$ cat src/rtl/wht_sched.sv
// rtl/wht_sched.sv - two-requester scheduler that streams 4x4 blocks column-wise to a transform engine
//
// Accepts one 4x4 pixel block at a time from two round-robin requesters, issues
// its four columns to the engine on consecutive cycles, then collects four
// result beats and forwards them with the requester tag.
//
// Ports:
//   clk, rst_n                 clock, asynchronous active-low reset
//   reqN_valid/reqN_blk        requester N offers a block (pixel (r,c) at slice 4r+c)
//   reqN_ready                 combinational grant, only while idle
//   eng_col/eng_ivalid         registered column to engine (lane r = pixel (r,c))
//   eng_res/eng_ovalid         engine result beat (4 coefficients)
//   res_data/res_valid         registered result beat
//   res_last/res_tag           4th beat of the block / requester index
//   busy                       a block is in flight
//   err_timeout/err_proto      single-cycle error pulses
module wht_sched #(
  parameter int WIDTH0  = 8,
  parameter int WIDTH2  = 13,
  parameter int TIMEOUT = 64
) (
  input  logic                 clk,
  input  logic                 rst_n,
  input  logic                 req0_valid,
  input  logic [16*WIDTH0-1:0] req0_blk,
  output logic                 req0_ready,
  input  logic                 req1_valid,
  input  logic [16*WIDTH0-1:0] req1_blk,
  output logic                 req1_ready,
  output logic [4*WIDTH0-1:0]  eng_col,
  output logic                 eng_ivalid,
  input  logic [4*WIDTH2-1:0]  eng_res,
  input  logic                 eng_ovalid,
  output logic [4*WIDTH2-1:0]  res_data,
  output logic                 res_valid,
  output logic                 res_last,
  output logic                 res_tag,
  output logic                 busy,
  output logic                 err_timeout,
  output logic                 err_proto
);

  localparam logic [1:0] S_IDLE    = 2'd0;
  localparam logic [1:0] S_ISSUE   = 2'd1;
  localparam logic [1:0] S_WAIT    = 2'd2;
  localparam logic [1:0] S_COLLECT = 2'd3;

  localparam int            TW      = (TIMEOUT > 2) ? $clog2(TIMEOUT) : 1;
  localparam logic [TW-1:0] TO_LAST = TW'(TIMEOUT - 1);

  logic [1:0]           state;
  logic [16*WIDTH0-1:0] blk_q;
  logic                 tag_q;
  logic                 last_grant;
  logic [1:0]           col_cnt;
  logic [1:0]           beat_cnt;
  logic [TW-1:0]        to_cnt;
  logic                 grant0;
  logic                 grant1;
  logic [16*WIDTH0-1:0] sel_blk;

  // Column c of a block: lane r carries pixel (r,c).
  function automatic logic [4*WIDTH0-1:0] col_of(input logic [16*WIDTH0-1:0] blk,
                                                 input logic [1:0]           c);
    logic [4*WIDTH0-1:0] col;
    col = '0;
    for (int r = 0; r < 4; r++) begin
      col[r*WIDTH0 +: WIDTH0] = blk[(4*r + int'(c))*WIDTH0 +: WIDTH0];
    end
    return col;
  endfunction

  // Round-robin: on contention favour the requester not granted last.
  always_comb begin
    grant0 = 1'b0;
    grant1 = 1'b0;
    if (state == S_IDLE) begin
      grant0 = req0_valid && (!req1_valid || last_grant);
      grant1 = req1_valid && (!req0_valid || !last_grant);
    end
  end

  assign req0_ready = grant0;
  assign req1_ready = grant1;
  assign sel_blk    = grant1 ? req1_blk : req0_blk;
  assign busy       = (state != S_IDLE);

  always_ff @(posedge clk or negedge rst_n) begin
    if (!rst_n) begin
      state       <= S_IDLE;
      blk_q       <= '0;
      tag_q       <= 1'b0;
      last_grant  <= 1'b1;
      col_cnt     <= 2'd0;
      beat_cnt    <= 2'd0;
      to_cnt      <= '0;
      eng_col     <= '0;
      eng_ivalid  <= 1'b0;
      res_data    <= '0;
      res_valid   <= 1'b0;
      res_last    <= 1'b0;
      res_tag     <= 1'b0;
      err_timeout <= 1'b0;
      err_proto   <= 1'b0;
    end else begin
      res_valid   <= 1'b0;
      res_last    <= 1'b0;
      err_timeout <= 1'b0;
      err_proto   <= 1'b0;
      case (state)
        S_IDLE: begin
          if (eng_ovalid) err_proto <= 1'b1;
          if (grant0 || grant1) begin
            blk_q      <= sel_blk;
            tag_q      <= grant1;
            last_grant <= grant1;
            col_cnt    <= 2'd0;
            beat_cnt   <= 2'd0;
            to_cnt     <= '0;
            // Column 0 is loaded at the grant edge so eng_ivalid lines up
            // with the four ISSUE cycles exactly.
            eng_col    <= col_of(sel_blk, 2'd0);
            eng_ivalid <= 1'b1;
            state      <= S_ISSUE;
          end
        end
        S_ISSUE: begin
          if (eng_ovalid) err_proto <= 1'b1;
          if (col_cnt == 2'd3) begin
            eng_ivalid <= 1'b0;
            to_cnt     <= '0;
            state      <= S_WAIT;
          end else begin
            col_cnt <= col_cnt + 2'd1;
            eng_col <= col_of(blk_q, col_cnt + 2'd1);
          end
        end
        S_WAIT: begin
          if (eng_ovalid) begin
            res_valid <= 1'b1;
            res_data  <= eng_res;
            res_tag   <= tag_q;
            beat_cnt  <= 2'd1;
            state     <= S_COLLECT;
          end else if (to_cnt == TO_LAST) begin
            err_timeout <= 1'b1;
            state       <= S_IDLE;
          end else begin
            to_cnt <= to_cnt + TW'(1);
          end
        end
        default: begin
          if (eng_ovalid) begin
            res_valid <= 1'b1;
            res_data  <= eng_res;
            res_tag   <= tag_q;
            beat_cnt  <= beat_cnt + 2'd1;
            if (beat_cnt == 2'd3) begin
              res_last <= 1'b1;
              state    <= S_IDLE;
            end
          end
        end
      endcase
    end
  end

endmodule
$ cat config.mk
export PLATFORM = sky130hd
export DESIGN_NAME = wht_sched
export DESIGN_NICKNAME = d
export VERILOG_FILES = /design/src/rtl/wht_sched.sv
export SDC_FILE = /design/constraint.sdc
export NUM_CORES = 1
export LEC_CHECK = 0
export CORE_MARGIN = 3
export CORE_UTILIZATION = 46
export CTS_BUF_LIST = sky130_fd_sc_hd__clkbuf_8
export DETAILED_ROUTE_END_ITERATION = 10
export MAX_ROUTING_LAYER = met4
export PLACE_DENSITY = 0.94
export SYNTH_ARGS = -nofsm -noshare
export SYNTH_HDL_FRONTEND = slang
export SYNTH_SLANG_ARGS = --single-unit
$ cat constraint.sdc
create_clock -name clk -period 2.3 [get_ports clk]
set_clock_uncertainty 0.15 [all_clocks]
set_input_delay 0.345 -clock clk [delete_from_list [all_inputs] [get_ports clk]]
set_output_delay 0.345 -clock clk [all_outputs]
set_load 0.02 [all_outputs]
==> run summary, run 1 <==
yosys + openroad results -> placed inst area=15800 um2, chip area=26000 um2, sequential power share=0.343, DRT antenna net count=0, final net count=1753, CP Buf/Inv Count=2, worst slack, placed=-0.353 ns, most frequent logic cell in the layout=clkdlybuf4s50_1, GRT Overall Usage=0.269, cycle use final=0.972, post-synth cell types=44, status=completed, Yosys Chip Area=11100 um2, starting DRC count in detailed routing=567, top_reg_cell synth=dfrtp_1, final setup fails=0, synthesized area=11100 um2, vias in the first global route=around 10000, DR pass1 iterations=5, routed vias/inst=between 5 and 6, Pleak=~0.0076 uW, Worst Path Arrival=2.42 ns, syn_area_per_cell=around 11 um2, area delta synth->final=49.3%, Total Wirelength=34600 um, P per Cell Area=1280 nW/um2, combinational power share=0.500, Top Layout Cells=clkdlybuf4s50_1, dfrtp_1, nand2_1, PortBufs=a little over 400, number of enable flip-flop cells=0, FF/Latch Area=5810 um2, CP top delay family=simple AND/OR/NAND/NOR gates, Slew Limit Headroom=0.326, worst hold path class=in -> async, clk_lat worst skew=0.51 ns, crit-path cells=inv_1 > ha_4 > buf_4 > o21ai_4 > nor2_4 > a211oi_1, CTS Root Buffer Type=clkbuf_8, Crit Path Class=reg -> reg, worst vdd rail ir drop=0.774 mV, largest net degree at the start of global routing=111, share of cells above drive strength 1=0.149, fill cell total of the finished layout=about 1600, main area contributors=dfrtp_1, mux2i_1, mux2_2, o21ai_0, nand2_1, ys cells=1001, Slew @ Worst Pin=about 1.0 ns, Final GP Congestion=0.820
-- run 1: cell usage after synthesis, types with 2 or more instances --
library cell,count
a211oi_1,65
a21oi_1,7
and3_1,3
buf_1,2
buf_2,34
buf_4,16
buf_6,2
clkbuf_1,20
dfrtp_1,231
ha_1,8
inv_1,14
mux2_2,85
mux2i_1,130
nand2_1,142
nand3_1,5
nand4_1,2
nor2_1,3
nor2b_1,34
nor3_1,4
o21ai_0,137
o221ai_1,2
o22ai_1,33
-- run 1: worst paths after layout --
kind	slack [ns]	depth (start not counted)	startpoint	endpoint
max	0.06	6	state[1]	eng_col[30]
min	0.20	2	rst_n	blk_q[16]
max reg2reg	0.06	6	state[1]	eng_col[30]
min reg2reg	0.32	2	blk_q[62]	blk_q[62]
max in group asynchronous	1.05	3	rst_n	res_data[14]
min in group clk	0.29	2	eng_res[50]	res_data[50]
-- run 1: state kept, by name (all words and copies together) (netlist names) --
name and flops:
eng_col 32, res_last 1, res_tag 1, last_grant 1, beat_cnt 2, blk_q 128, res_data 52, to_cnt 6
err_proto 1, res_valid 1, state 2, err_timeout 1, eng_ivalid 1, col_cnt 2, tag_q 1
-- run 1: worst register-to-register path, cell delays in order (launching register included) --
cell,delay (ns)
dfrtp_1,0.39
inv_1,0.15
ha_4,0.20
buf_4,0.13
o21ai_4,0.06
nor2_4,0.76
a211oi_1,0.23
-- run 1: final cells by class --
class | count | share of cell area
sequential | 232 | 0.351
multi-input combinational | 680 | 0.296
timing repair buffer | 465 | 0.285
clock buffer | 45 | 0.0374
tap | 319 | 0.0241
clock inverter | 18 | 0.00430
inverter | 14 | 0.00317
-- run 1: power by group through the flow --
stage | clock, uW | sequential [uW] | combinational, uW
floorplan | 0 | 7890 | 5300
CTS | 3410 | 7260 | 10600
global placement | 0 | 7110 | 10000
detailed placement | 0 | 7300 | 10500
finish | 3320 | 7260 | 10600
global route | 3590 | 7460 | 11400
-- run 1: timing repair --
action | 4_1_cts | 5_1_grt
endpoints found under the hold margin | 103 | 0
hold buffers | 1 | 0
gates resized | 13 | 6
endpoints found under the setup margin | 37 | 4
buffers inserted | 0 | 1
-- run 1: metal layers --
layer  share of wire  vias up  track usage
met2            0.53      429        0.473
met4           0.041        0        0.112
li1                -     4454            -
met1            0.37     4726        0.297
met3           0.066       94       0.0564
met5               0        -            -
-- run 1: logic make-up (layout without fill, tap and decap cells) --
| group | count (synthesis) | count (layout) | share of synthesized area |
|---|---|---|---|
| AOI/OAI and AO/OA | 254 | 254 | 0.137 |
| DFF | 232 | 232 | 0.523 |
| muxes | 216 | 216 | 0.205 |
| and+or+nand+nor | 202 | 202 | 0.0839 |
| buffers and inverters | 89 | 542 | 0.0416 |
| adders and majority gates | 8 | 8 | 0.00902 |
-- run 1: metrics by stage --
| stage | power (uW) | hold WS [ns] | utilization | cells |
|---|---|---|---|---|
| floorplan | 13200 | -0.101 | - | 1001 |
| global placement | 17100 | 0.144 | 0.671 | 1708 |
| detailed placement | 17800 | 0.149 | 0.671 | 1708 |
| CTS | 21200 | 0.191 | 0.701 | 1772 |
| global route | 22500 | 0.207 | 0.702 | 1773 |
| finish | 21200 | 0.199 | 0.702 | 1773 |
Run 1, placed cells, one colour a class:
Fill, decap, tap and diode cells in grey.
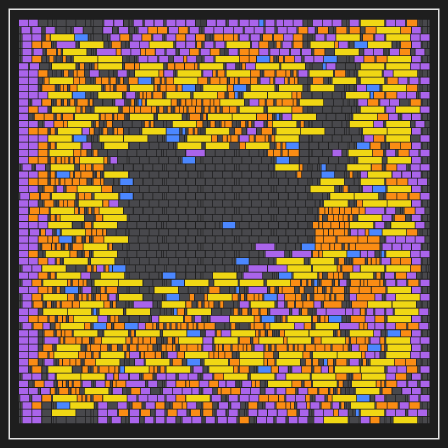
| class | colour | cells | share of their area |
|---|---|---|---|
| sequential cells | yellow | 232 | 36% |
| remaining buffers and delay cells | purple | 465 | 29% |
| clock drivers and dummy loads | blue | 63 | 4.3% |
| combinational and other logic | orange | 694 | 31% |
CORE AREA: 23600 um2
cell area after layout: 16600 um2
Final Util: 0.702
Seq area share: 0.351

Run 1, zoomed window:
The bar under the picture is 20 um long. Window x 15 to 65, y 15 to 65 um. Cells in grey, sequential cells in the stronger grey; small squares are vias.
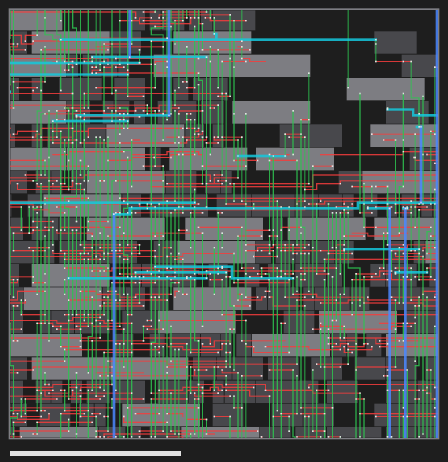
| layer | colour |
|---|---|
| metal 1 | red |
| metal 4 | blue |
| metal 3 | cyan |
| metal 2 | green |
sequential cells in the window: 34
netlist names of flops here include: blk_q (28), eng_col (6)
cells with their middle in the window: 177
most frequent: dfrtp_1 (34), o21ai_0 (31), nand2_1 (29)

Run 1, where the registers sit:
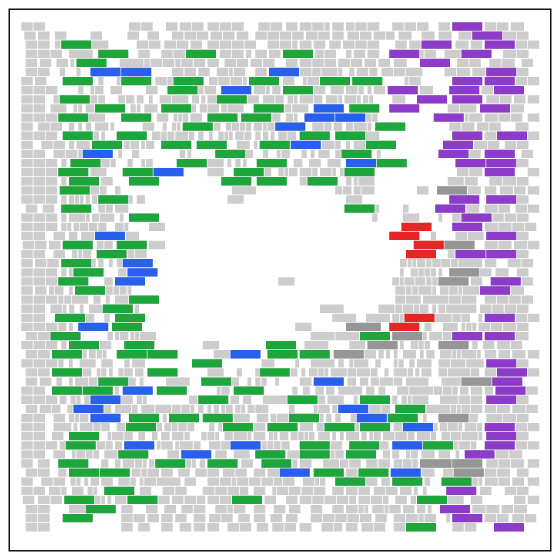
| name in the netlist | colour | sequential cells |
|---|---|---|
| res_data | purple | 52 |
| eng_col | blue | 32 |
| blk_q | green | 128 |
| to_cnt | red | 6 |
not coloured: 14

==> run 1 -> run 2 <==
--- a/config.mk
+++ b/config.mk
@@ -11,6 +11,7 @@
 export DETAILED_ROUTE_END_ITERATION = 10
 export MAX_ROUTING_LAYER = met4
 export PLACE_DENSITY = 0.94
+export SLEW_MARGIN = 10
 export SYNTH_ARGS = -nofsm -noshare
 export SYNTH_HDL_FRONTEND = slang
 export SYNTH_SLANG_ARGS = --single-unit
Run 2, placed cells, one colour a class:
Fill, decap, tap and diode cells in grey.
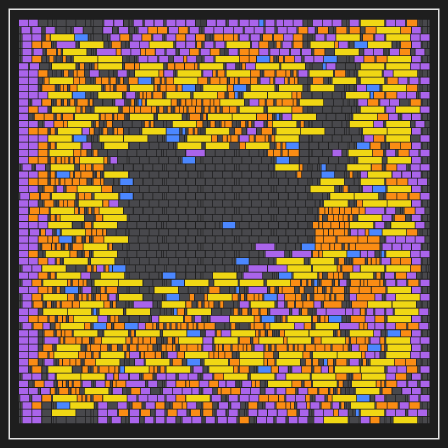
| class | colour | cells | share of their area |
|---|---|---|---|
| remaining buffers and delay cells | purple | 465 | 29% |
| combinational and other logic | orange | 694 | 31% |
| sequential cells | yellow | 232 | 36% |
| clock drivers and dummy loads | blue | 63 | 4.3% |

Run 2, where the registers sit:
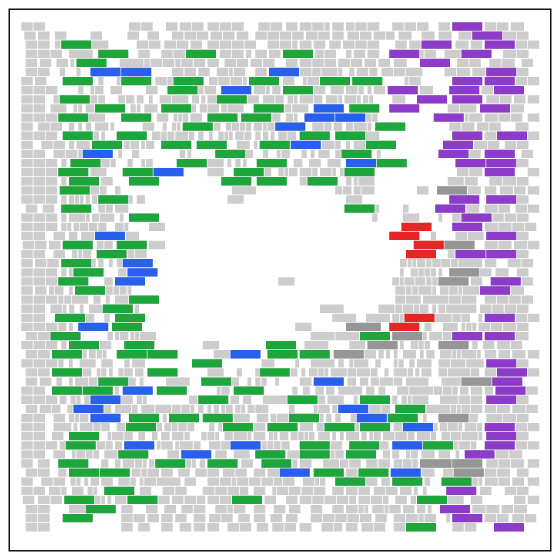
P_seq: 7260 uW
FF/Latch Area: 5810 um2

==> run summary, run 2 <==
yosys + openroad results -> Final GP Congestion=0.820 (unchanged), number of enable flip-flop cells=0 (unchanged), worst hold path class=in -> async, crit-path cells=inv_1 > ha_4 > buf_4 > o21ai_4 > nor2_4 > a211oi_1, area delta synth->final=49.3% (unchanged), CORE AREA=23600 um2 (unchanged), adder share=0.00902 (unchanged), P per Cell Area=1280 nW/um2 (unchanged), combinational power share=0.500 (about the same), Crit Path Class=reg -> reg, syn_area_per_cell=11.1 um2 (unchanged), vias in the first global route=10489 (unchanged), Yosys Chip Area=11100 um2 (unchanged), reg2reg start=state[1], post-synth cell types=44 (unchanged), ys cells=1001 (unchanged), Synth Area in Compound Gates=0.137 (unchanged), top cells by count, synth=dfrtp_1, nand2_1, o21ai_0, mux2i_1, mux2_2, Worst Path Arrival=2.42 ns (about the same), synthesized area=11100 um2 (unchanged), most common cell in the synthesized netlist=dfrtp_1, routed vias/inst=5.47 (unchanged), GRT Overall Usage=0.269 (unchanged), Non-Filler Instances=1773 (unchanged), Slew @ Worst Pin=1.01 ns (unchanged), cycle use final=0.972 (unchanged), reg2reg end=eng_col[30], FF-to-FF path depth=6 (unchanged), sequential power share=0.343 (about the same), Largest regs=blk_q (128), res_data (52), eng_col (32), Total Wirelength=34600 um (unchanged), top_reg_cell synth=dfrtp_1, status=completed, share of cells above drive strength 1=0.149 (unchanged), final net count=1753 (unchanged), DR pass1 iterations=5 (unchanged), Slew Limit Headroom=0.326 (unchanged), Logic family by area=multiplexers, Reg2Reg Setup Slack=0.06 ns (about the same), worst slack, placed=-0.353 ns (unchanged), mux share=0.205 (unchanged), cell area after layout=16600 um2 (unchanged)
## run 2: cell counts after synthesis
Identical to the previous run, type by type.
## run 2: how the worst max path moves through the flow
| stage | end | slack, ns | cells after the start |
|---|---|---|---|
| floorplan | req1_ready | 0.20 | 9 |
| global placement | to_cnt[3] | -0.30 | 6 |
| detailed placement | to_cnt[3] | -0.35 | 6 |
| CTS | req1_ready | 0.009 | 6 |
| global route | eng_col[30] | -0.01 | 6 |
| finish | eng_col[30] | 0.06 | 6 |
## run 2: area by class of cell
cell class,instances,area [um2],area share
Clock inverter,18,71.3,0.00430
Tap cell,319,399,0.0241
Sequential cell,232,5810,0.351
Multi-Input combinational cell,680,4900,0.296
Inverter,14,52.6,0.00317
Clock buffer,45,619,0.0374
Timing Repair Buffer,465,4720,0.285
## run 2: critical path, delay by kind of cell, from the launching register on
kind                       cells  cell delay, ns
adders and majority gates      1            0.20
buffers and inverters          2            0.27
and+or+nand+nor                1            0.76
AOI/OAI and AO/OA              2            0.27
DFF                            1            0.39
## run 2: power by group through the flow
stage,Clock (uW),Combinational (uW),Sequential [uW]
2_1_floorplan,0,5300,7890
3_3_place_gp,0,10000,7110
3_5_place_dp,0,10500,7300
4_1_cts,3410,10600,7260
5_1_grt,3590,11400,7460
6_report,3320,10600,7260
## run 2: stage by stage
stage	utilization	setup TNS, ns
after floorplan	-	0
after global placement	0.671	-1.56
after detailed placement	0.671	-3.22
after CTS	0.701	0
after global routing	0.702	-0.0193
final	0.702	0
## run 2: cell families (layout without fill, tap and decap cells)
logic type | count (synthesis) | count (layout)
AND-OR/OR-AND | 254 | 254
flip-flops | 232 | 232
multiplexers | 216 | 216
AND/OR/NAND/NOR | 202 | 202
buffers and inverters | 89 | 542
adder cells (fa/ha/maj) | 8 | 8
## run 2: layer usage
layer	part of all wire	track usage
met5	0	-
met4	0.041	0.112
met3	0.066	0.0564
met2	0.53	0.473
met1	0.37	0.297
## run 2: repair_timing
action,in CTS,in global routing
gates resized,13,6
endpoints found under the hold margin,103,0
buffers inserted,0,1
hold buffers,1,0
setup endpoints to repair,37,4
Power is estimated from default activity; no workload was simulated.
